==> images/m1.png <==
(4 px per µm) Supply wires on this layer in gray.
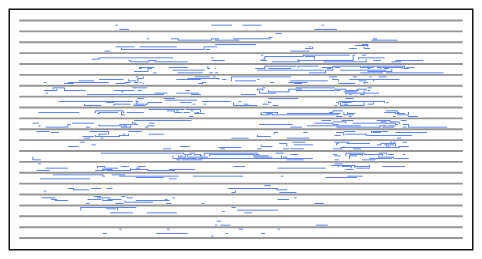
==> images/m2.png <==
(3 px per µm)
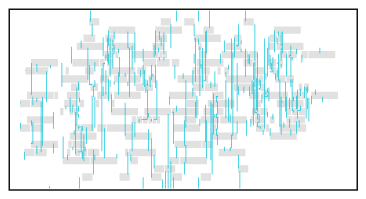
==> images/m3.png <==
(4 px per µm)
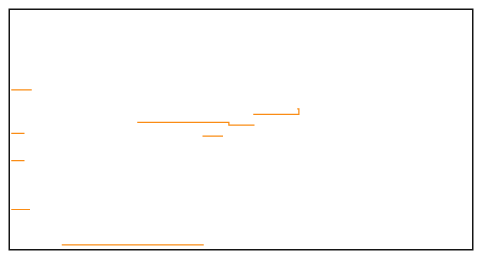
==> images/pinout.png <==
(4 px per µm) Pins as bars across the die edge, other pins in gray.
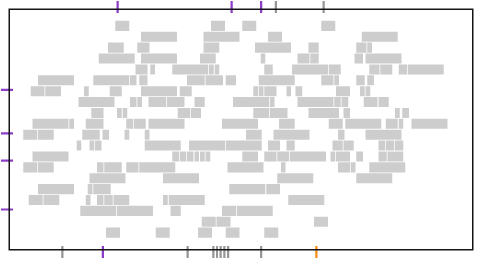
### src/rtl/rgb_led_pwm_driver.sv
// RGB LED PWM driver: shows the one-hot compare flags on three LEDs with
// shared PWM brightness, a minimum per-colour hold time and a multi-hot flag.
//
// Ports:
//   clk, rst          clock, async active-high reset
//   en                1 = display on, 0 = LEDs off / FSM to IDLE
//   red, green, blue  comparator flags
//   duty              PWM on-clocks per 2**CNT_W period
//   led_r/g/b         registered PWM LED drives
//   holding           1 while in HOLD state
//   err               1-clock pulse when a sampled flag code was multi-hot
module rgb_led_pwm_driver #(
  parameter int CNT_W       = 8,
  parameter int HOLD_CYCLES = 1000
) (
  input  logic             clk,
  input  logic             rst,
  input  logic             en,
  input  logic             red,
  input  logic             green,
  input  logic             blue,
  input  logic [CNT_W-1:0] duty,
  output logic             led_r,
  output logic             led_g,
  output logic             led_b,
  output logic             holding,
  output logic             err
);

  localparam int HC_W =
    (HOLD_CYCLES > 1) ? $clog2(HOLD_CYCLES) : 1;
  localparam logic [HC_W-1:0] HOLD_LOAD =
    HC_W'(HOLD_CYCLES - 1);
  localparam logic [CNT_W-1:0] CNT_MAX = '1;

  typedef enum logic [1:0] {
    S_IDLE = 2'd0,
    S_HOLD = 2'd1,
    S_SHOW = 2'd2
  } state_t;

  state_t state_q;
  state_t state_d;

  logic [2:0]       color_in;
  logic [2:0]       color_q;
  logic [CNT_W-1:0] pwm_cnt;
  logic [CNT_W-1:0] duty_q;
  logic [HC_W-1:0]  hold_cnt;

  logic pwm_on;
  logic active;
  logic changed;
  logic hold_done;
  logic load;
  logic dec;
  logic multi;

  assign pwm_on    = (pwm_cnt < duty_q);
  assign active    = (state_q != S_IDLE);
  assign changed   = (color_in != color_q);
  assign hold_done = (hold_cnt == '0);
  assign multi     = (color_in[2] & color_in[1])
                   | (color_in[2] & color_in[0])
                   | (color_in[1] & color_in[0]);

  // Flag sampling and multi-hot detection
  always_ff @(posedge clk or posedge rst) begin
    if (rst) begin
      color_in <= '0;
      err      <= 1'b0;
    end else begin
      color_in <= {red, green, blue};
      err      <= multi;
    end
  end

  // PWM counter; duty only changes at the period wrap
  always_ff @(posedge clk or posedge rst) begin
    if (rst) begin
      pwm_cnt <= '0;
      duty_q  <= '0;
    end else begin
      pwm_cnt <= pwm_cnt + CNT_W'(1);
      if (pwm_cnt == CNT_MAX) begin
        duty_q <= duty;
      end
    end
  end

  // FSM state register
  always_ff @(posedge clk or posedge rst) begin
    if (rst) begin
      state_q <= S_IDLE;
    end else begin
      state_q <= state_d;
    end
  end

  // FSM next state; en=0 wins over everything
  always_comb begin
    state_d = state_q;
    unique case (1'b1)
      (state_q == S_IDLE): begin
        state_d = S_HOLD;
      end
      (state_q == S_HOLD): begin
        if (hold_done) begin
          state_d = S_SHOW;
        end
      end
      (state_q == S_SHOW): begin
        if (changed) begin
          state_d = S_HOLD;
        end
      end
      default: begin
        state_d = S_IDLE;
      end
    endcase
    if (!en) begin
      state_d = S_IDLE;
    end
  end

  // FSM outputs and datapath controls
  always_comb begin
    load    = 1'b0;
    dec     = 1'b0;
    holding = 1'b0;
    unique case (1'b1)
      (state_q == S_IDLE): begin
        load = en;
      end
      (state_q == S_HOLD): begin
        holding = 1'b1;
        dec     = en & ~hold_done;
      end
      (state_q == S_SHOW): begin
        load = en & changed;
      end
      default: begin
        load = 1'b0;
      end
    endcase
  end

  // Latched colour and hold counter; an abandoned count just sits
  always_ff @(posedge clk or posedge rst) begin
    if (rst) begin
      color_q  <= '0;
      hold_cnt <= '0;
    end else if (load) begin
      color_q  <= color_in;
      hold_cnt <= HOLD_LOAD;
    end else if (dec) begin
      hold_cnt <= hold_cnt - HC_W'(1);
    end
  end

  // Registered LED drives
  always_ff @(posedge clk or posedge rst) begin
    if (rst) begin
      led_r <= 1'b0;
      led_g <= 1'b0;
      led_b <= 1'b0;
    end else begin
      led_r <= color_q[2] & pwm_on & active;
      led_g <= color_q[1] & pwm_on & active;
      led_b <= color_q[0] & pwm_on & active;
    end
  end

endmodule

### config.mk
export PLATFORM = sky130hd
export DESIGN_NAME = rgb_led_pwm_driver
export DESIGN_NICKNAME = d
export VERILOG_FILES = /design/src/rtl/rgb_led_pwm_driver.sv
export SDC_FILE = /design/constraint.sdc
export NUM_CORES = 1
export LEC_CHECK = 0
export CORE_ASPECT_RATIO = 0.5
export CORE_MARGIN = 2
export CORE_UTILIZATION = 29
export DETAILED_ROUTE_END_ITERATION = 16
export GPL_ROUTABILITY_DRIVEN = 0
export PLACE_DENSITY_LB_ADDON = 0.08
export SYNTH_ARGS = -nofsm -noshare
export SYNTH_HDL_FRONTEND = slang
export SYNTH_SLANG_ARGS = --single-unit
### constraint.sdc
create_clock -name clk -period 4.9 [get_ports clk]
set_input_delay 0.735 -clock clk [delete_from_list [all_inputs] [get_ports clk]]
set_output_delay 0.735 -clock clk [all_outputs]
set_load 0.01 [all_outputs]
==> impl_metrics.env <==
# yosys + openroad results
export IMPL_p_comb_frac=0.091
export IMPL_timing_rr_start="hold_cnt[0]"
export IMPL_power_leader="sequential cells"
export IMPL_internal_power_uw=550
export IMPL_yosys_area_mm2=0.00180
export IMPL_postRouteAntennaNets=0
export IMPL_hold_class="reg2reg"
export IMPL_grt_use_total=0.108
export IMPL_pre_cts_slack_ns=2.33
export IMPL_numCtsBuffers=5
export IMPL_end_kind="flip-flop"
export IMPL_floorplan_nets=179
export IMPL_finalSetupTns_ns=0
export IMPL_routed_wl_mm=3.25
export IMPL_synthAoiAreaFrac=0.0826
export IMPL_simple_gate_share=0.165
export IMPL_fin_total_pwr_uw=704
export IMPL_finalSetupViolCount=0
export IMPL_crit_path_cell_trace="clkdlybuf4s50_1, nand4b_1, or4b_1, o21ai_0, o311ai_0"
export IMPL_layout_top_cell="dfrtp_1"
export IMPL_chipWidth_um=115
export IMPL_instances_no_fill=267
export IMPL_drt_iter0_drc=21
export IMPL_place_inst=260
export IMPL_grt_pass1_wl_mm=5.55
export IMPL_syn_avg_cell_area_um2=11.5
export IMPL_top_register="hold_cnt"
export IMPL_start_kind="input port"
export IMPL_flop_area_um2=951
export IMPL_crit_start="en"
export IMPL_crit_type="in2reg"
export IMPL_async_flop_share=1.00
export IMPL_clk_pin_slew_ns=0.06
export IMPL_cp_slowest_stage_delay_ns=0.61
export IMPL_synthAdderAreaFrac=0.0681
export IMPL_tightest_slew_ns=0.540
export IMPL_cp_max_fo=5
export IMPL_p_clk_uw=297
export IMPL_netlist_area_leader_share=0.528
export IMPL_root_buffer="clkbuf_16"
export IMPL_die_area_mm2=0.00690
export IMPL_io_pins=19
export IMPL_slew_viol_final=0
export IMPL_final_util=0.367
export IMPL_outcome="complete, no violations"
export IMPL_synth_area_mm2=0.00180
## Picture notes: m1.png
The wires run mostly horizontal. 188 nets have wire on it. The longest straight run is 28.5 µm.

## Picture notes: m2.png
The wires run mostly vertical. The layer holds 46% of the routed length. The layer carries 1,480 µm of wire. The longest straight run is 29.9 µm.

## Picture notes: m3.png
The layer holds 3.0% of the routed length. The layer carries 97.7 µm of wire. The wires run mostly horizontal.

## Picture notes: pinout.png
Purple shows `duty`, pins 8, direction input, edge 4 west, 3 north, 1 south. Orange shows `err`, pins 1, direction output, edge south.
All pins by edge: 10 south, 5 north, 4 west.

==> final cells by class <==
cell class	count	area share
tap	88	0.0497
multi-input combinational	104	0.357
clock buffer	7	0.0599
inverter	11	0.0187
timing repair buffer	19	0.0848
sequential	38	0.430
==> path summary, 6_finish.rpt <==
kind | slack (ns) | to | cells after the start
setup / recovery | 2.62 | hold_cnt[8] | 5
hold / removal | 0.47 | pwm_cnt[0] | 1
setup reg to reg | 2.93 | hold_cnt[8] | 6
hold reg to reg | 0.47 | pwm_cnt[0] | 1
max in group asynchronous | 3.65 | hold_cnt[5] | 3
min in group asynchronous | 0.89 | duty_q[0] | 3
==> layer usage <==
metal	up-vias	global-route usage	routed length (µm)
met5	-	0	0
met4	0	0.0413	27
met3	2	0.0365	97
met2	11	0.175	1480
met1	587	0.135	1640
li1	597	-	-
